**config.mk**
```make
export PLATFORM = sky130hd
export DESIGN_NAME = smpl_trigger
export DESIGN_NICKNAME = d
export VERILOG_FILES = /design/src/rtl/smpl_pkg.sv /design/src/rtl/smpl_conv.sv /design/src/rtl/smpl_trigger.sv
export SDC_FILE = /design/constraint.sdc
export NUM_CORES = 1
export LEC_CHECK = 0
export ABC_AREA = 0
export CORE_MARGIN = 2
export CORE_UTILIZATION = 57
export CTS_BUF_LIST = sky130_fd_sc_hd__clkbuf_16
export CTS_CLUSTER_DIAMETER = 30
export DETAILED_ROUTE_END_ITERATION = 12
export GPL_TIMING_DRIVEN = 0
export PLACE_DENSITY = 0.93
export SLEW_MARGIN = 20
export SYNTH_ARGS = -nofsm -noshare
export SYNTH_HDL_FRONTEND = slang
export SYNTH_HIERARCHICAL = 1
export SYNTH_SLANG_ARGS = --single-unit
export TNS_END_PERCENT = 30
```
**constraint.sdc**
```tcl
create_clock -name clkSmpl -period 3.78 [get_ports clkSmpl]
set_clock_uncertainty 0.1 [all_clocks]
set_input_delay 0.756 -clock clkSmpl [delete_from_list [all_inputs] [get_ports clkSmpl]]
set_output_delay 0.756 -clock clkSmpl [all_outputs]
set_load 0.01 [all_outputs]
```
**src/rtl/smpl_pkg.sv**
```systemverilog
// Purpose: shared types and constants for the sample trigger front end.
// Latency: n/a (types, constants and a pure helper function only).
// Backpressure: n/a.
package smpl_pkg;

    typedef enum logic [1:0] {
        Idle,
        Arm,
        Wait,
        Run
    } trig_state_t;

    typedef enum logic [1:0] {
        TrigAuto,
        TrigNormal,
        TrigFree,
        TrigRsvd
    } trig_mode_t;

    // Trigger configuration, captured once per frame when the consumer asks for samples
    typedef struct packed {
        logic [8:0] level;
        logic       slope;
        trig_mode_t mode;
    } trig_cfg_t;

    localparam logic [9:0] SMPL_CLIP = 10'h200;
    localparam logic [9:0] SMPL_MAX  = 10'h1FF;

    // Below-range samples compare as code 0 in the trigger logic
    function automatic logic [8:0] trig_val(input logic [9:0] s);
        return s[9] ? 9'd0 : s[8:0];
    endfunction

endpackage

```
**src/rtl/smpl_conv.sv**
```systemverilog
// Purpose: decimate raw ADC words, remove offset, apply gain shift, clamp to 10-bit display code.
// Latency: decimation hit in cycle t -> cv_vld/cv_dat valid in cycle t+2.
// Backpressure: none; hits are spaced >= 2 cycles apart by the decimation floor of 1.
module smpl_conv
    import smpl_pkg::*;
#(
    parameter int AN = 10
) (
    input  logic          clkSmpl,
    input  logic          n_reset,
    input  logic          adc_valid,
    input  logic [AN-1:0] adc_data,
    input  logic [AN-1:0] adc_offset,
    input  logic [1:0]    gain_shift,
    input  logic [7:0]    decim,
    output logic          cv_vld,
    output logic [9:0]    cv_dat
);

    localparam logic signed [AN:0] VMAX = (AN+1)'(511);

    logic [7:0]         dec_cnt;
    logic [7:0]         dec_lim;
    logic               hit;
    logic signed [AN:0] d_q;
    logic [1:0]         sh_q;
    logic               v1_q;
    logic signed [AN:0] v;
    logic [9:0]         s_nxt;

    // Decimation hit: a decim of 0 behaves as 1 so every hit is at least two words apart;
    // >= lets the counter recover if decim is lowered below the current count
    always_comb begin
        dec_lim = (decim == 8'd0) ? 8'd1 : decim;
        hit     = adc_valid && (dec_cnt >= dec_lim);
    end

    // Decimation counter advances once per valid ADC word
    always_ff @(posedge clkSmpl) begin
        if (!n_reset) begin
            dec_cnt <= 8'd0;
        end else if (adc_valid) begin
            dec_cnt <= hit ? 8'd0 : dec_cnt + 8'd1;
        end
    end

    // Stage 1: signed offset removal on the kept word
    always_ff @(posedge clkSmpl) begin
        if (!n_reset) begin
            d_q  <= '0;
            sh_q <= 2'd0;
            v1_q <= 1'b0;
        end else begin
            d_q  <= $signed({1'b0, adc_data}) - $signed({1'b0, adc_offset});
            sh_q <= gain_shift;
            v1_q <= hit;
        end
    end

    // Arithmetic shift then clamp into the display format
    always_comb begin
        v = d_q >>> sh_q;
        if (v[AN]) begin
            s_nxt = SMPL_CLIP;
        end else if (v > VMAX) begin
            s_nxt = SMPL_MAX;
        end else begin
            s_nxt = {1'b0, v[8:0]};
        end
    end

    // Stage 2: registered converted sample
    always_ff @(posedge clkSmpl) begin
        if (!n_reset) begin
            cv_vld <= 1'b0;
            cv_dat <= SMPL_CLIP;
        end else begin
            cv_vld <= v1_q;
            cv_dat <= s_nxt;
        end
    end

endmodule

```
**src/rtl/smpl_trigger.sv**
```systemverilog
// Purpose: edge/auto/free-run trigger over converted samples; streams post-trigger samples.
// Latency: converted sample in cycle t -> smpl_avail pulse / smpl valid in cycle t+1.
// Backpressure: level-based; smpl_req low returns to Idle next cycle and drops any pending sample.
module smpl_trigger
    import smpl_pkg::*;
#(
    parameter int AN   = 10,
    parameter int HYST = 4,
    parameter int AUTO = 4096
) (
    input  logic          clkSmpl,
    input  logic          n_reset,
    input  logic          adc_valid,
    input  logic [AN-1:0] adc_data,
    input  logic [AN-1:0] adc_offset,
    input  logic [1:0]    gain_shift,
    input  logic [7:0]    decim,
    input  logic [8:0]    trig_level,
    input  logic          trig_slope,
    input  logic [1:0]    trig_mode,
    input  logic          smpl_req,
    output logic          smpl_avail,
    output logic [9:0]    smpl,
    output logic          trig_auto
);

    localparam int            TW      = $clog2(AUTO) + 1;
    localparam logic [TW-1:0] TO_LAST = TW'(AUTO - 1);

    trig_state_t   state;
    trig_state_t   state_nxt;
    trig_cfg_t     cfg_q;
    logic          req_d;
    logic [TW-1:0] to_cnt;

    logic          cv_vld;
    logic [9:0]    cv_dat;
    logic [8:0]    sv;
    logic [9:0]    lvl_ext;
    logic [9:0]    hi_sum;
    logic [8:0]    arm_lo;
    logic [8:0]    arm_hi;
    logic          arm_ok;
    logic          edge_ok;
    logic          is_free;
    logic          is_auto;
    logic          timeout;

    logic          emit;
    logic          auto_set;
    logic          auto_clr;
    logic          to_clr;
    logic          to_inc;

    smpl_conv #(
        .AN (AN)
    ) u_conv (
        .clkSmpl    (clkSmpl),
        .n_reset    (n_reset),
        .adc_valid  (adc_valid),
        .adc_data   (adc_data),
        .adc_offset (adc_offset),
        .gain_shift (gain_shift),
        .decim      (decim),
        .cv_vld     (cv_vld),
        .cv_dat     (cv_dat)
    );

    // Hysteresis thresholds (saturating) and trigger compares against the latched config
    always_comb begin
        sv      = trig_val(cv_dat);
        lvl_ext = {1'b0, cfg_q.level};
        hi_sum  = lvl_ext + 10'(HYST);
        arm_lo  = (lvl_ext >= 10'(HYST)) ? 9'(lvl_ext - 10'(HYST)) : 9'd0;
        arm_hi  = (hi_sum > 10'd511) ? 9'd511 : hi_sum[8:0];
        arm_ok  = cfg_q.slope ? (sv >= arm_hi) : (sv <= arm_lo);
        edge_ok = cfg_q.slope ? (sv <= cfg_q.level) : (sv >= cfg_q.level);
        is_free = (cfg_q.mode == TrigFree) || (cfg_q.mode == TrigRsvd);
        is_auto = (cfg_q.mode == TrigAuto);
        timeout = is_auto && (to_cnt == TO_LAST);
    end

    // State register plus request edge detector
    always_ff @(posedge clkSmpl) begin
        if (!n_reset) begin
            state <= Idle;
            req_d <= 1'b0;
        end else begin
            state <= state_nxt;
            req_d <= smpl_req;
        end
    end

    // Next-state: request low always wins and returns to Idle
    always_comb begin
        state_nxt = state;
        if (!smpl_req) begin
            state_nxt = Idle;
        end else begin
            case (state)
                Idle: if (!req_d) state_nxt = Arm;
                Arm: begin
                    if (is_free) begin
                        state_nxt = Run;
                    end else if (cv_vld) begin
                        if (timeout)     state_nxt = Run;
                        else if (arm_ok) state_nxt = Wait;
                    end
                end
                Wait: if (cv_vld && (edge_ok || timeout)) state_nxt = Run;
                Run:  state_nxt = Run;
                default: state_nxt = Idle;
            endcase
        end
    end

    // Output decode: which sample to emit, trig_auto updates, timeout counter control
    always_comb begin
        emit     = 1'b0;
        auto_set = 1'b0;
        auto_clr = 1'b0;
        to_clr   = 1'b0;
        to_inc   = 1'b0;
        case (state)
            Idle: to_clr = 1'b1;
            Arm: begin
                if (smpl_req) begin
                    if (is_free) begin
                        auto_set = 1'b1;
                    end else if (cv_vld) begin
                        if (timeout) begin
                            emit     = 1'b1;
                            auto_set = 1'b1;
                        end else begin
                            to_inc = is_auto;
                        end
                    end
                end
            end
            Wait: begin
                if (smpl_req && cv_vld) begin
                    if (edge_ok) begin
                        emit     = 1'b1;
                        auto_clr = 1'b1;
                    end else if (timeout) begin
                        emit     = 1'b1;
                        auto_set = 1'b1;
                    end else begin
                        to_inc = is_auto;
                    end
                end
            end
            Run: emit = smpl_req && cv_vld;
            default: to_clr = 1'b1;
        endcase
    end

    // Capture trigger config only on the request rise that starts a frame
    always_ff @(posedge clkSmpl) begin
        if (!n_reset) begin
            cfg_q <= '0;
        end else if (state == Idle && smpl_req && !req_d) begin
            cfg_q <= '{level: trig_level, slope: trig_slope, mode: trig_mode_t'(trig_mode)};
        end
    end

    // Auto-mode timeout counter, counts converted samples while waiting for an edge
    always_ff @(posedge clkSmpl) begin
        if (!n_reset || to_clr) begin
            to_cnt <= '0;
        end else if (to_inc) begin
            to_cnt <= to_cnt + 1'b1;
        end
    end

    // Output registers: avail is a single-cycle pulse, smpl holds between pulses
    always_ff @(posedge clkSmpl) begin
        if (!n_reset) begin
            smpl_avail <= 1'b0;
            smpl       <= SMPL_CLIP;
            trig_auto  <= 1'b0;
        end else begin
            smpl_avail <= emit;
            if (emit) smpl <= cv_dat;
            if (auto_set)      trig_auto <= 1'b1;
            else if (auto_clr) trig_auto <= 1'b0;
        end
    end

endmodule

```
### Placed cells, one colour a class

Fill, decap, tap and diode cells in grey.
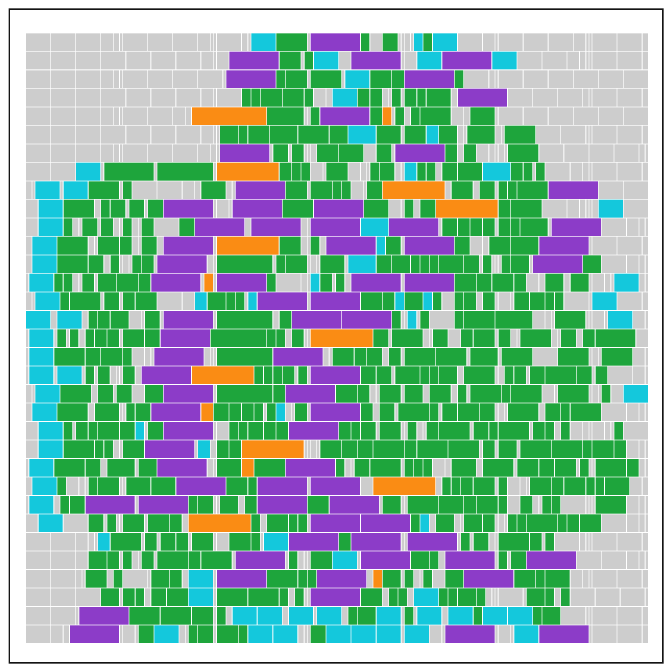
remaining buffers and delay cells -> cyan  # cells 76
sequential cells -> purple  # cells 73
clock drivers and dummy loads -> orange  # cells 15
combinational and other logic -> green  # cells 466

### Routed metal per tile

The bar under the picture is 20 um long. 19 x 19 tiles, from dark blue (low) to red (high), scaled to the fullest tile. Values are wire area over tile area, all layers added.
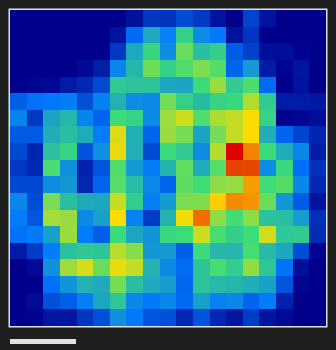
emptiest ninth of the die = top left
mean over tiles = 0.21
tiles over half the peak = 20%
nearly empty tiles = 16%
fullest tile = 0.69

==> impl_metrics.ini <==
; implementation run metrics
[sta]
hold_violations = 0
maxSlewViolCount = 0
slew_headroom_pct = 63.8
clock.fmax_ghz = 0.288
period_used_pct = 91.8
setup_ws_ps = 310
fin_crit_ps = 3470
rsz0062_at_grt = false
hold_ws_ps = 360
tightest_slew_ps = 537
setup-tns-final_ps = 0
setup_viol = 0

[logic_synthesis]
yosys_area_mm2 = 0.00481
netlist_area_mm2 = 0.00481
synth-async-reset-ratio_pct = 0
synth-seq-cells = 73
ff_type = dfxtp_1
synth_cells = 559
yosys_warnings = 6
synth_cell_types = 72
edf_count = 0
ys_seq_share_pct = 30.4
synth.net_count = 660
synth.avg_cell_area_um2 = 8.60
ys_cells = 559

[route]
drc = 0
viasPerCell = 5.97
drtIter0Drc = 265
drt_pass1_iterations = 5
drtAntennaViolNets = 0
detail_route.wl_per_cell_um = 16.1

[die]
dieHeight_um = 95.8
rows = 33
die-area_mm2 = 0.00919
die_w_um = 95.8
core_area_mm2 = 0.00822
fp_util_pct = 58.5
pin_count = 58

[final_layout]
layout-drive-gt1-share_pct = 9.52
nets = 727
most-common-layout-cells = 73 x dfxtp_1, 64 x nand2_1, 57 x clkdlybuf4s50_1
diodes = 0
design_area_mm2 = 0.00579
lay_top_count = dfxtp_1
fillerInstances = 570
area_growth_pct = 20.3

[power]
p_sw_w = 0.000604
power_frac_seq_pct = 39.8
switching_share_pct = 28.3
vdd_ir_drop_max_mv = 0.235
p_leak_nw = 2.37
p_clk_share_pct = 37.1
power.density_mw_per_mm2 = 369
power.internal_w = 0.00153
power_w = 0.00214
comb_power_share_pct = 23.1

[clocking]
clk_pin_slew_ps = 60
htree_levels = 3
cts_made_buffers = 9
root_buffer = clkbuf_16
cts.sinks = 73
ctsHoldBuffers = 0
clockBufferDepth = 2
clk_latency_ps = 330
postCtsSetupRepairBufs = 0
cts_resized = 0
cts_tree = built

[critical_path]
criticalPathCategory = reg2reg
worst-path-buf-inv = 1
path_delay_family = AND-OR/OR-AND gates
cp_max_fo = 7
arrival_ps = 3590
cpMaxStageDelayCell = dfxtp_1
max_stage_delay_ps = 400
cp.required_ps = 3900
crit_path_start_kind = register
critPathCaptureType = register
path_common_cell = nor3_1
path_cells = inv_1 > nor3_1 > and3_1 > and3_2 > or2_2 > ha_1 > nand2b_1 > a2111oi_1 > o31a_1 > o21ai_2 > a221oi_2 > nor3_1 > o221a_1

[global_route]
grt_max_degree = 12
grt_pass1_vias = 4436
antenna_found_initial = 0
grt_first_pass_wirelength_um = 19900
grt_usage_pct = 27.6
grt.overflow.total = 0

[run]
warnings = 31
drv_cap = 0

[placement]
dp_hpwl_um = 8720
placed_cell_area_mm2 = 0.00551
portBuffers = 57
gp_congestion = 0.942
pre_cts_slack_ps = 201

[outcome]
status = finished, final reports clean

[hold_path]
hold_path.class = reg2reg
### Signal wires on met1

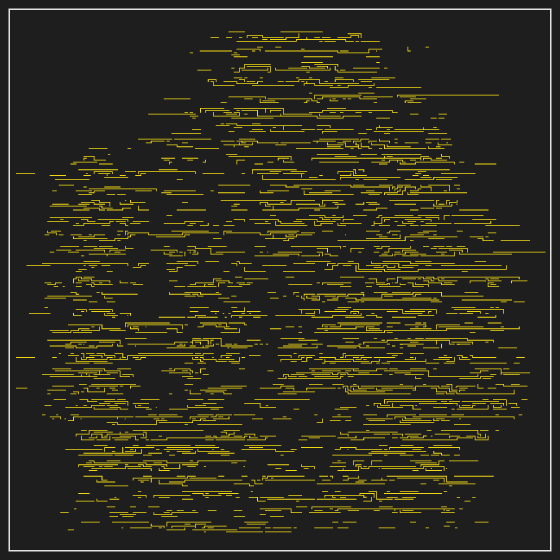
wire length on this layer = 4680 um
share of all routed wire = 40%
vias: 4389
DRT Wirelength: 11800 um
grt met1 use: 30.6%

[cell usage after synthesis, types with 3 or more instances]
cell	number	area, um2
and3_1	7	43.8
and2_1	9	56.3
ha_1	54	676
a21oi_1	24	120
o2111ai_1	3	26.3
a21boi_0	13	97.6
mux4_2	6	135
nor2b_1	18	113
nand4_1	7	43.8
clkbuf_1	10	37.5
o21ai_2	10	87.6
nand3_1	27	135
nand2b_1	11	68.8
nand3b_1	3	22.5
and4_1	3	26.3
nor4_1	3	18.8
o21ai_0	15	75.1
buf_2	5	25.0
dfxtp_1	73	1460
a31o_2	3	26.3
inv_1	42	158
a211oi_1	4	30.0
a41o_1	4	40.0
xnor2_1	18	158
nor3_1	9	45.0
nor4_2	4	50.1
mux2i_1	6	60.1
or2_2	3	18.8
o21a_1	4	30.0
nor2_1	39	146
nand2_1	64	240
a31oi_1	4	25.0
xor2_1	5	43.8
buf_6	4	45.0
[worst min-delay path, stage by stage, from the launching register on]
cell	delay [ps]
dfxtp_1	310
nand2_1	70
o21ai_2	40
[power groups by stage]
| stage | clock, W | combinational, W | sequential (W) |
|---|---|---|---|
| global route | 0.000831 | 0.000548 | 0.000855 |
| CTS | 0.000796 | 0.000484 | 0.000849 |
| floorplan | 0 | 0.000339 | 0.000851 |
| global placement | 0 | 0.000446 | 0.000860 |
| finish | 0.000793 | 0.000494 | 0.000850 |
| detailed placement | 0 | 0.000475 | 0.000863 |
[per-layer routing]
layer / share of wire (%) / routed length [um] / up-vias / track usage [%]
met5: 0 / 0 / - / 0
li1: - / - / 2114 / -
met4: 2.8 / 332 / 0 / 12.4
met3: 5.1 / 607 / 31 / 3.84
met2: 52 / 6200 / 168 / 51.7
met1: 40 / 4680 / 2076 / 30.6
[metrics by stage]
| stage | utilization, % | std cells |
|---|---|---|
| finish | 70.4 | 735 |
| global route | 70.4 | 735 |
| CTS | 70.4 | 736 |
| detailed placement | 67.1 | 721 |
| global placement | 67.1 | 721 |
| floorplan | - | 559 |
[layout make-up]
cell class | count | area, um2 | share of cell area, %
plain buffers | 19 | 108 | 1.86
clock buffers | 9 | 225 | 3.89
repair buffers | 57 | 571 | 9.86
multi-input cells | 423 | 3080 | 53.2
inverters | 43 | 161 | 2.79
clock inverters | 6 | 51.3 | 0.887
well taps | 105 | 131 | 2.27
flip-flops and latches | 73 | 1460 | 25.3
[registers in the layout (all words and copies together) (netlist names), 2 cells and up]
register        flops
cfg_q              12
state               2
u_conv/dec_cnt      8
to_cnt             13
u_conv/sh_q         2
u_conv/cv_dat      10
u_conv/d_q         11
smpl               10
[path summary, 6_finish.rpt]
kind              startpoint        to  slack, ps  cells past startpoint
hold / removal       smpl[7]   smpl[7]        360                      2
setup reg to reg    cfg_q[5]  state[0]        310                     13
setup / recovery    cfg_q[5]  state[0]        310                     13
hold reg to reg      smpl[7]   smpl[7]        360                      2
[cell families after synthesis]
family / synth area share, %
adders and majority gates: 14.5
muxes: 4.06
buffers and inverters: 5.67
AOI/OAI and AO/OA: 16.6
DFF: 30.4
and+or+nand+nor: 24.6
xor gates and xnor gates: 4.19
